### config.mk
export PLATFORM = sky130hd
export DESIGN_NAME = ps2_host_tx
export DESIGN_NICKNAME = d
export VERILOG_FILES = /design/src/rtl/ps2_host_tx.sv
export SDC_FILE = /design/constraint.sdc
export NUM_CORES = 1
export LEC_CHECK = 0
export CAP_MARGIN = 20
export CORE_UTILIZATION = 34
export CTS_CLUSTER_DIAMETER = 150
export DETAILED_ROUTE_END_ITERATION = 8
export DONT_BUFFER_PORTS = 1
export PLACE_DENSITY = 0.53
export SLEW_MARGIN = 40
export SYNTH_ARGS = -nofsm -noshare
export SYNTH_HDL_FRONTEND = slang
export SYNTH_SLANG_ARGS = --single-unit
### constraint.sdc
create_clock -name clock -period 2.07 [get_ports clock]
set_input_delay 0.5175 -clock clock [delete_from_list [all_inputs] [get_ports clock]]
set_output_delay 0.5175 -clock clock [all_outputs]
set_load 0.02 [all_outputs]
### src/rtl/ps2_host_tx.sv
// Host-to-device PS/2 transmitter: request-to-send, 11-bit frame on device clock falls, ACK check.
// Drives the open-drain PS/2 pads low only; a released line reads high via the pull-up.
`timescale 1ns/1ps
module ps2_host_tx #(
  parameter int INHIBIT_CYCLES = 6000,
  parameter int TIMEOUT_CYCLES = 1000000
) (
  input  logic       clock,
  input  logic       resetn,
  input  logic [7:0] tx_data,
  input  logic       tx_start,
  input  logic       ps2_clock_in,
  input  logic       ps2_data_in,
  output logic       ps2_clock_drive_low,
  output logic       ps2_data_drive_low,
  output logic       busy,
  output logic       tx_done,
  output logic       tx_error
);

  localparam int CNT_MAX = (INHIBIT_CYCLES > TIMEOUT_CYCLES) ? INHIBIT_CYCLES : TIMEOUT_CYCLES;
  localparam int CW      = $clog2(CNT_MAX + 1);
  localparam logic [CW-1:0] INH_START = CW'(INHIBIT_CYCLES - 2);
  localparam logic [CW-1:0] INH_LAST  = CW'(INHIBIT_CYCLES - 1);
  localparam logic [CW-1:0] TO_LAST   = CW'(TIMEOUT_CYCLES - 1);

  typedef enum logic [2:0] {
    S_IDLE, S_INHIBIT, S_SEND, S_ACK, S_WAIT_IDLE
  } state_t;

  state_t          state_q;
  logic [1:0]      clk_sync_q, data_sync_q;
  logic            clk_prev_q;
  logic [9:0]      frame_q;
  logic [3:0]      bit_cnt_q;
  logic [CW-1:0]   cnt_q;
  logic            clk_low_q, data_low_q, busy_q, done_q, err_q;
  logic            clk_s, data_s, fall;

  assign clk_s  = clk_sync_q[1];
  assign data_s = data_sync_q[1];
  assign fall   = clk_prev_q & ~clk_s;

  // Synchronizers reset to the idle (pulled-up) line level so no false fall follows reset.
  always_ff @(posedge clock or negedge resetn) begin
    if (!resetn) begin
      clk_sync_q  <= 2'b11;
      data_sync_q <= 2'b11;
      clk_prev_q  <= 1'b1;
    end else begin
      clk_sync_q  <= {clk_sync_q[0], ps2_clock_in};
      data_sync_q <= {data_sync_q[0], ps2_data_in};
      clk_prev_q  <= clk_s;
    end
  end

  // NOTE: state uses non-blocking assignments so every register samples pre-edge values;
  // the async reset also releases both pads immediately, even mid-frame.
  always_ff @(posedge clock or negedge resetn) begin
    if (!resetn) begin
      state_q    <= S_IDLE;
      frame_q    <= '0;
      bit_cnt_q  <= '0;
      cnt_q      <= '0;
      clk_low_q  <= 1'b0;
      data_low_q <= 1'b0;
      busy_q     <= 1'b0;
      done_q     <= 1'b0;
      err_q      <= 1'b0;
    end else begin
      done_q <= 1'b0;
      err_q  <= 1'b0;
      case (state_q)
        S_IDLE: begin
          if (tx_start) begin
            frame_q    <= {1'b1, ~^tx_data, tx_data};
            bit_cnt_q  <= '0;
            cnt_q      <= '0;
            busy_q     <= 1'b1;
            clk_low_q  <= 1'b1;
            data_low_q <= 1'b0;
            state_q    <= S_INHIBIT;
          end
        end
        S_INHIBIT: begin
          cnt_q <= cnt_q + 1'b1;
          if (cnt_q == INH_START) data_low_q <= 1'b1;
          if (cnt_q == INH_LAST) begin
            clk_low_q <= 1'b0;
            cnt_q     <= '0;
            state_q   <= S_SEND;
          end
        end
        default: begin
          cnt_q <= cnt_q + 1'b1;
          // Timeout wins over a fall arriving in the same cycle.
          if (cnt_q == TO_LAST) begin
            err_q      <= 1'b1;
            busy_q     <= 1'b0;
            clk_low_q  <= 1'b0;
            data_low_q <= 1'b0;
            cnt_q      <= '0;
            state_q    <= S_IDLE;
          end else if (state_q == S_SEND) begin
            if (fall) begin
              data_low_q <= ~frame_q[0];
              frame_q    <= {1'b0, frame_q[9:1]};
              bit_cnt_q  <= bit_cnt_q + 1'b1;
              if (bit_cnt_q == 4'd9) state_q <= S_ACK;
            end
          end else if (state_q == S_ACK) begin
            if (fall) begin
              if (data_s) begin
                err_q   <= 1'b1;
                busy_q  <= 1'b0;
                cnt_q   <= '0;
                state_q <= S_IDLE;
              end else begin
                state_q <= S_WAIT_IDLE;
              end
            end
          end else if (clk_s && data_s) begin
            done_q  <= 1'b1;
            busy_q  <= 1'b0;
            cnt_q   <= '0;
            state_q <= S_IDLE;
          end
        end
      endcase
    end
  end

  assign ps2_clock_drive_low = clk_low_q;
  assign ps2_data_drive_low  = data_low_q;
  assign busy                = busy_q;
  assign tx_done             = done_q;
  assign tx_error            = err_q;

endmodule

Fig. 1: run 1, congestion heat map
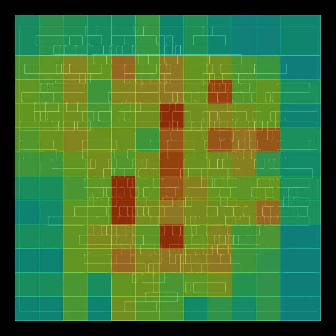
Tot GR Track Use: 14.9%
routing usage on met1: 21.5%
met3 usage in global routing: 3.70%
grt peak-use layer: met2
GR Layer Usage met2: 21.9%

Fig. 2: run 1, metal 2
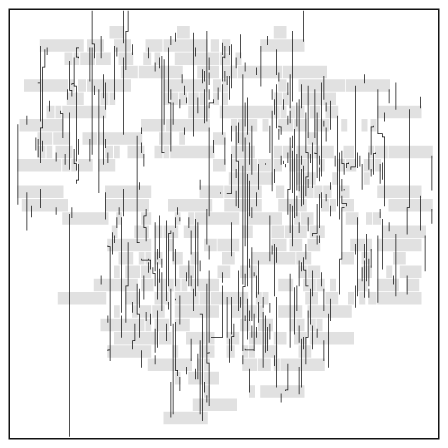
nets with wire on the layer: 230
longest straight run: 45.4 µm
wire length on this layer: 2210 µm
vias post-DR: 1820
Routed WL: 5.04 mm

==> results_dict.tcl, run 1 <==
# yosys + openroad results
set metrics [dict create \
    setup_viol 0 \
    netlist_instances 256 \
    worstSkewPairLatency_ns 0.30 \
    dominant_cells "logic gates" \
    ir_drop_mv 0.478 \
    ff_type "dfrtp_1" \
    slowest_delay_ns 0.59 \
    dpl_cell_area_um2 2770 \
    synth.most_common_cell "dfrtp_1" \
    cellLeakagePower_nw 1.29 \
    n_all_inverters 7 \
    worst_pin_slew_ns 0.437 \
    ioPinCount 18 \
    crit_chain "or4_1 -> nor4_4 -> and2_4 -> o21ai_4 -> a31oi_4 -> mux2_1" \
    nonClockBufferCount 27 \
    dr_wl_met3_um 177 \
    h-tree-depth 2 \
    drv_cap 0 \
    num_rows 30 \
    die_width_um 87.5 \
    largest_register "cnt_q" \
    fin_ws_ns 0.0349 \
    cts_buffer_depth 2 \
    die_area_um2 7650 \
    largest_reg_flops 20 \
    syn_area_um2 2480 \
    status "finished clean" \
    crit_fanout 3 \
    seq_area_frac_synth_pct 47.6 \
    top_cell_area_share_pct 42.3 \
    antenna_cells 0 \
    power_leader "registers" \
    p_per_area_nw_per_um2 1130 \
    common_cells "42 x dfrtp_1, 33 x nand2_1, 33 x nor2_1" \
]
Fig. 3: run 1, metal 3
Scale bar: 20 µm.
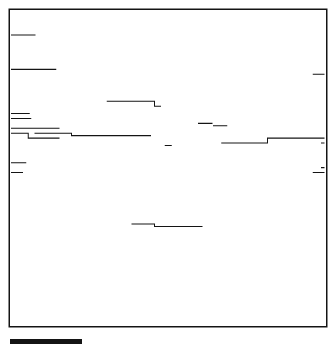
share of all routed wire: 3.5%
main direction: horizontal
longest straight run: 21.8 µm
wire length on this layer: 178 µm
nets with wire on the layer: 16

==> run 1: final timing paths <==
check                      cells past startpoint                    start                      end
setup reg to reg                               6    cnt_q[17]$_DFFE_PN0N_   state_q[0]$_DFFE_PN0P_
setup / recovery                               6    cnt_q[17]$_DFFE_PN0N_   state_q[0]$_DFFE_PN0P_
hold / removal                                 1                   resetn    cnt_q[15]$_DFFE_PN0N_
max in group asynchronous                      1                   resetn   frame_q[8]$_DFFE_PN0P_
min in group clock                             0             ps2_clock_in  clk_sync_q[0]$_DFF_PN1_
hold reg to reg                                0  clk_sync_q[0]$_DFF_PN1_  clk_sync_q[1]$_DFF_PN1_
Fig. 4: run 1, logic cells by family
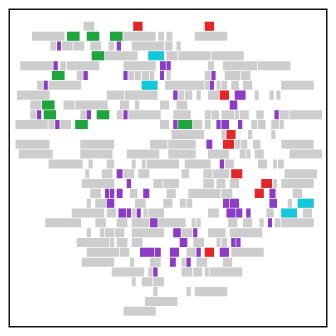

==> run 2, diff against run 1 <==
--- a/config.mk
+++ b/config.mk
@@ -6,6 +6,7 @@
 export NUM_CORES = 1
 export LEC_CHECK = 0
 export CAP_MARGIN = 20
+export CORE_ASPECT_RATIO = 0.9
 export CORE_UTILIZATION = 34
 export CTS_CLUSTER_DIAMETER = 150
 export DETAILED_ROUTE_END_ITERATION = 8
Fig. 5: run 2, logic cells by family
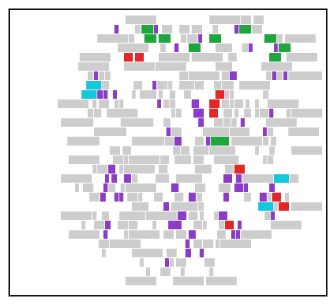
| color | family | cells |
|---|---|---|
| red | AND-OR and OR-AND gates | 9 |
| cyan | adder and majority cells | 4 |
| purple | NAND gates | 57 |
| green | multiplexers | 10 |
Finished Layout Cells: 372
logic share of the area: 44.0%
most numerous logic cell after layout: dfrtp_1

Fig. 6: run 2, congestion heat map
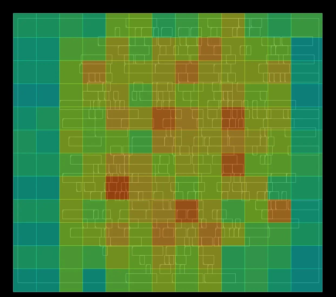
GR Layer Usage met2: 19.3%
met3 usage in global routing: 2.93%
final core occ: 41.1%
WL per Instance: 13.4 µm

==> run 2 against run 1 <==
  * Critical path depth did not move
  * Sequential share of layout area up 0.35 points
  * Clock skew is 0.0013 ns lower
  * Sequential power hardly changed
  * Non-clock buffer count decreased by 4
  * Setup slack better by 0.049 ns
  * Hold slack better by 0.0036 ns
  * Clock power down 16%
  * Synthesized area stayed put
  * Largest power group unchanged
  * Register-to-register slack improved by 0.05 ns
  * Via count is 1.3% higher
==> results_dict.tcl, run 2 <==
# yosys + openroad results
set metrics [dict create \
    antenna_cells 0 \
    worst_pin_slew_ns 0.463 \
    timing.rr.end "state_q[0]$_DFFE_PN0P_" \
    common_cells "42 x dfrtp_1, 33 x nand2_1, 33 x nor2_1" \
    largest_reg_flops 20 \
    grt-busiest-layer "met1" \
    reg2reg_depth 6 \
    synth.distinct_cells 46 \
    hpwlAfterDp_mm 3.54 \
    r2r_start "cnt_q[19]$_DFFE_PN0N_" \
    num_rows 29 \
    dr_wl_met3_um 134 \
    p_per_area_nw_per_um2 1080 \
    largest_register "cnt_q" \
    netlist_instances 256 \
    crit_chain "or4_4 -> nor4_4 -> and2_4 -> o21ai_4 -> a31oi_4 -> mux2_4" \
    ys_sh_adder_pct 2.01 \
    setup_viol 0 \
    h-tree-depth 2 \
    ff_type "dfrtp_1" \
    finClkSkew_ns 0.00710 \
    dpl_cell_area_um2 2710 \
    cellLeakagePower_nw 1.28 \
    fin_ws_ns 0.0843 \
    status "finished clean" \
    seq_area_frac_synth_pct 47.6 \
    crit_fanout 3 \
    drv_cap 0 \
    met1_usage_pct 23.0 \
    syn-num-nets 273 \
    grt_usage_pct 14.6 \
    cts_buffer_depth 2 \
    startpoint "cnt_q[19]$_DFFE_PN0N_" \
    die_area_um2 7660 \
    worstSkewPairLatency_ns 0.30 \
    endpoint "state_q[0]$_DFFE_PN0P_" \
    crit_cells 6 \
    die_width_um 92.1 \
    synth.most_common_cell "dfrtp_1" \
    critical_path_class "reg -> reg" \
    slowest_delay_ns 0.54 \
    top_cell_area_share_pct 42.3 \
    syn_area_um2 2480 \
]
Fig. 7: run 2, metal 2
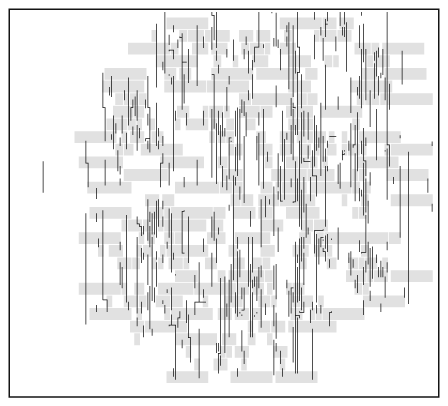
Routed WL: 4.99 mm
vias post-DR: 1843

run 2: cell counts after synthesis:
No cell type changed its count.
run 2: timing repair:
item,4_1_cts,5_1_grt
gates resized,4,5
hold endpoints to repair,42,0
setup endpoints to repair,29,29
pin swaps,2,3
hold buffers,1,0
setup buffers,4,0
run 2: final cells by class:
class	count	area [µm²]
Clock buffer	6	82.6
Clock inverter	2	13.8
Fill cell	718	4170
Inverter	7	26.3
Multi-Input combinational cell	194	1280
Sequential cell	47	1180
Tap cell	93	116
Timing Repair Buffer	23	205
run 2: power by group:
group | internal [W] | total [W] | switching [W] | leakage, nW
logic | 0.000580 | 0.00122 | 0.000642 | 0.617
registers | 0.00111 | 0.00133 | 0.000213 | 0.607
clock network | 0.000273 | 0.000590 | 0.000317 | 0.0516
total | 0.00197 | 0.00314 | 0.00117 | 1.28
Fig. 8: run 2, metal 3
Scale bar: 20 µm.
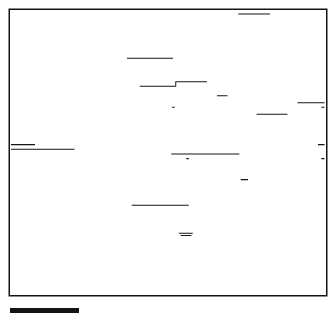

==> run 3, diff against run 2 <==
--- a/config.mk
+++ b/config.mk
@@ -11,7 +11,7 @@
 export CTS_CLUSTER_DIAMETER = 150
 export DETAILED_ROUTE_END_ITERATION = 8
 export DONT_BUFFER_PORTS = 1
-export PLACE_DENSITY = 0.53
+export PLACE_DENSITY = 0.51
 export SLEW_MARGIN = 40
 export SYNTH_ARGS = -nofsm -noshare
 export SYNTH_HDL_FRONTEND = slang
==> constraint.sdc (replaced) <==
create_clock -name clock -period 1.9 [get_ports clock]
set_input_delay 0.475 -clock clock [delete_from_list [all_inputs] [get_ports clock]]
set_output_delay 0.475 -clock clock [all_outputs]
set_load 0.02 [all_outputs]
Fig. 9: run 3, metal 3
Scale bar: 20 µm.
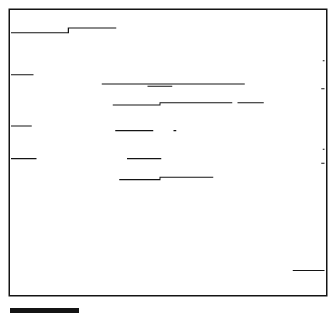
wire length on this layer: 201 µm
main direction: horizontal
met3 usage in global routing: 4.30%
Routed WL: 5.47 mm
vias post-DR: 1971

Fig. 10: run 3, logic cells by family
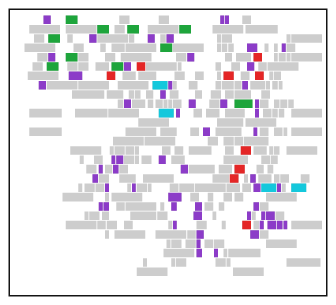
logic share of the area: 42.0%
Finished Layout Cells: 399

==> run 3 against run 2 <==
  * The flow now finishes with violations (negative hold slack, negative setup slack)
  * Combinational power is 48% higher
  * Wire length grew 9.7%
  * Critical path depth is the same
  * Synthesized area unchanged
  * Clock power grew 13%
  * Sequential cell count unchanged
  * Sequential power increased by 8%
  * Sequential share of layout area fell by 3.9 points
  * Die size unchanged
  * Hold slack got worse by 0.047 ns
  * Synthesized cell count unchanged
==> results_dict.tcl, run 3 <==
# yosys + openroad results
set metrics [dict create \
    antenna_cells 0 \
    reg2reg_depth 6 \
    post-cts-setup-buffer-count 1 \
    startpoint "cnt_q[18]$_DFFE_PN0N_" \
    taps 93 \
    largest_register "cnt_q" \
    ff_type "dfrtp_1" \
    r2r_start "cnt_q[18]$_DFFE_PN0N_" \
    final-clk-cell-share_pct 2.99 \
    p_sw_share_pct 38.6 \
    hold-worst-slack_ns -0.00257 \
    status "complete, but fails checks" \
    fin_ws_ns -0.0540 \
    pg_clk_w 0.000666 \
    syn-num-nets 273 \
    n_all_inverters 7 \
    syn_area_um2 2480 \
    clkPwrFrac_pct 17.1 \
    p_sw_w 0.00151 \
    largest_reg_flops 20 \
    p_per_area_nw_per_um2 1210 \
    fillers 679 \
    hpwlAfterDp_mm 3.80 \
    common_cells "42 x dfrtp_1, 33 x nand2_1, 33 x nor2_1" \
    nonClockBufferCount 50 \
    powerComb_w 0.00180 \
    layout_top_cell "dfrtp_1" \
    failed_checks "negative hold slack, negative setup slack" \
    setup_viol 2 \
    ys_sh_adder_pct 2.01 \
    finClkSkew_ns 0.0101 \
    finalHoldViolCount 9 \
]
Fig. 11: run 3, congestion heat map
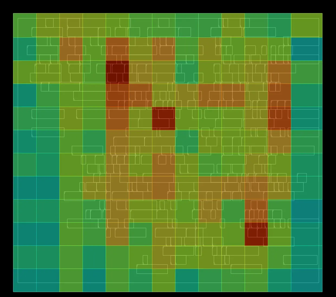
WL per Instance: 13.7 µm
final core occ: 45.5%
routing usage on met1: 22.6%
Tot GR Track Use: 15.6%
GR Layer Usage met2: 22.9%

==> run 3: cell types whose count changed in the layout (fill, tap and decap cells not counted), sizes merged <==
cell,previous run,this run
buf,23,50
clkbuf,6,5
clkinv,1,0
inv,8,9
clkinvlp,0,1
==> run 3: kinds of logic (layout without fill, tap and decap cells) <==
kind of cell,after synthesis,after routing
simple gates,114,114
xor+xnor,23,23
flops,47,47
fa+ha+maj,4,4
compound gates,43,43
mux,10,10
buf+inv,15,65
==> run 3: metal layers <==
metal / vias to the layer above / share of wire, % / GRT usage (%)
met4: 0 / 0.93 / 4.26
met2: 23 / 44 / 22.9
li1: 981 / - / -
met3: 5 / 3.7 / 4.30
met5: - / 0 / 0
met1: 962 / 52 / 22.6

==> gallery <==
Sequential cells grouped by signal name.
Other sequential cells in the stronger gray, the rest of the logic in the fainter gray.
Plate I
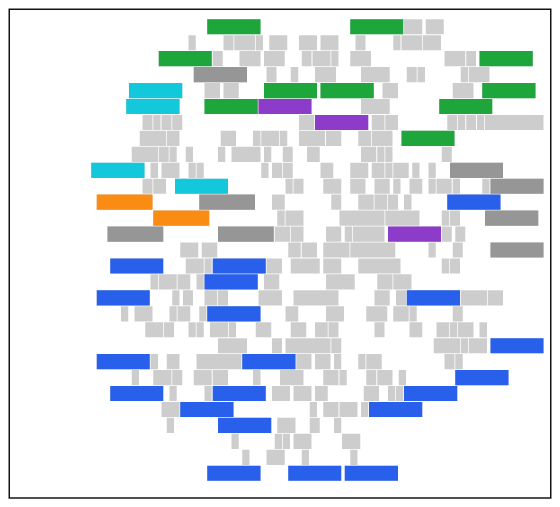
Plate II
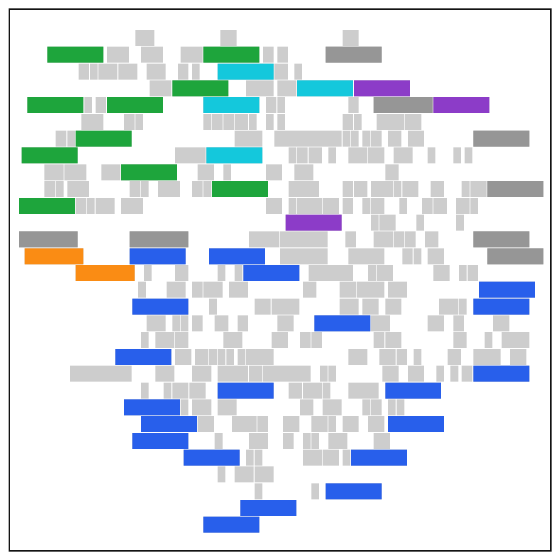
Plate III
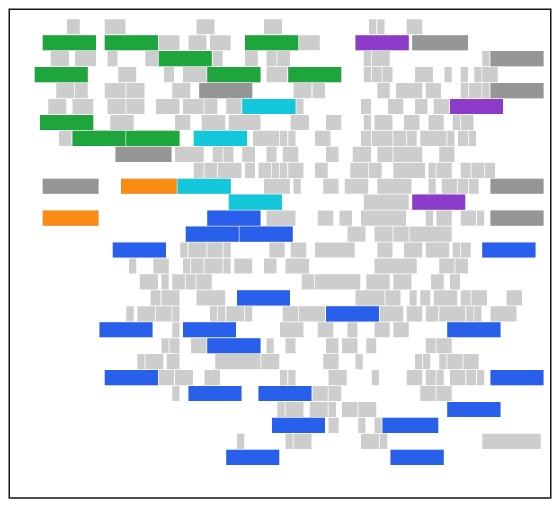
Plate III comes from run 3.
Plate I comes from run 2.
Plate II comes from run 1.

Power and IR drop assume default switching activity.
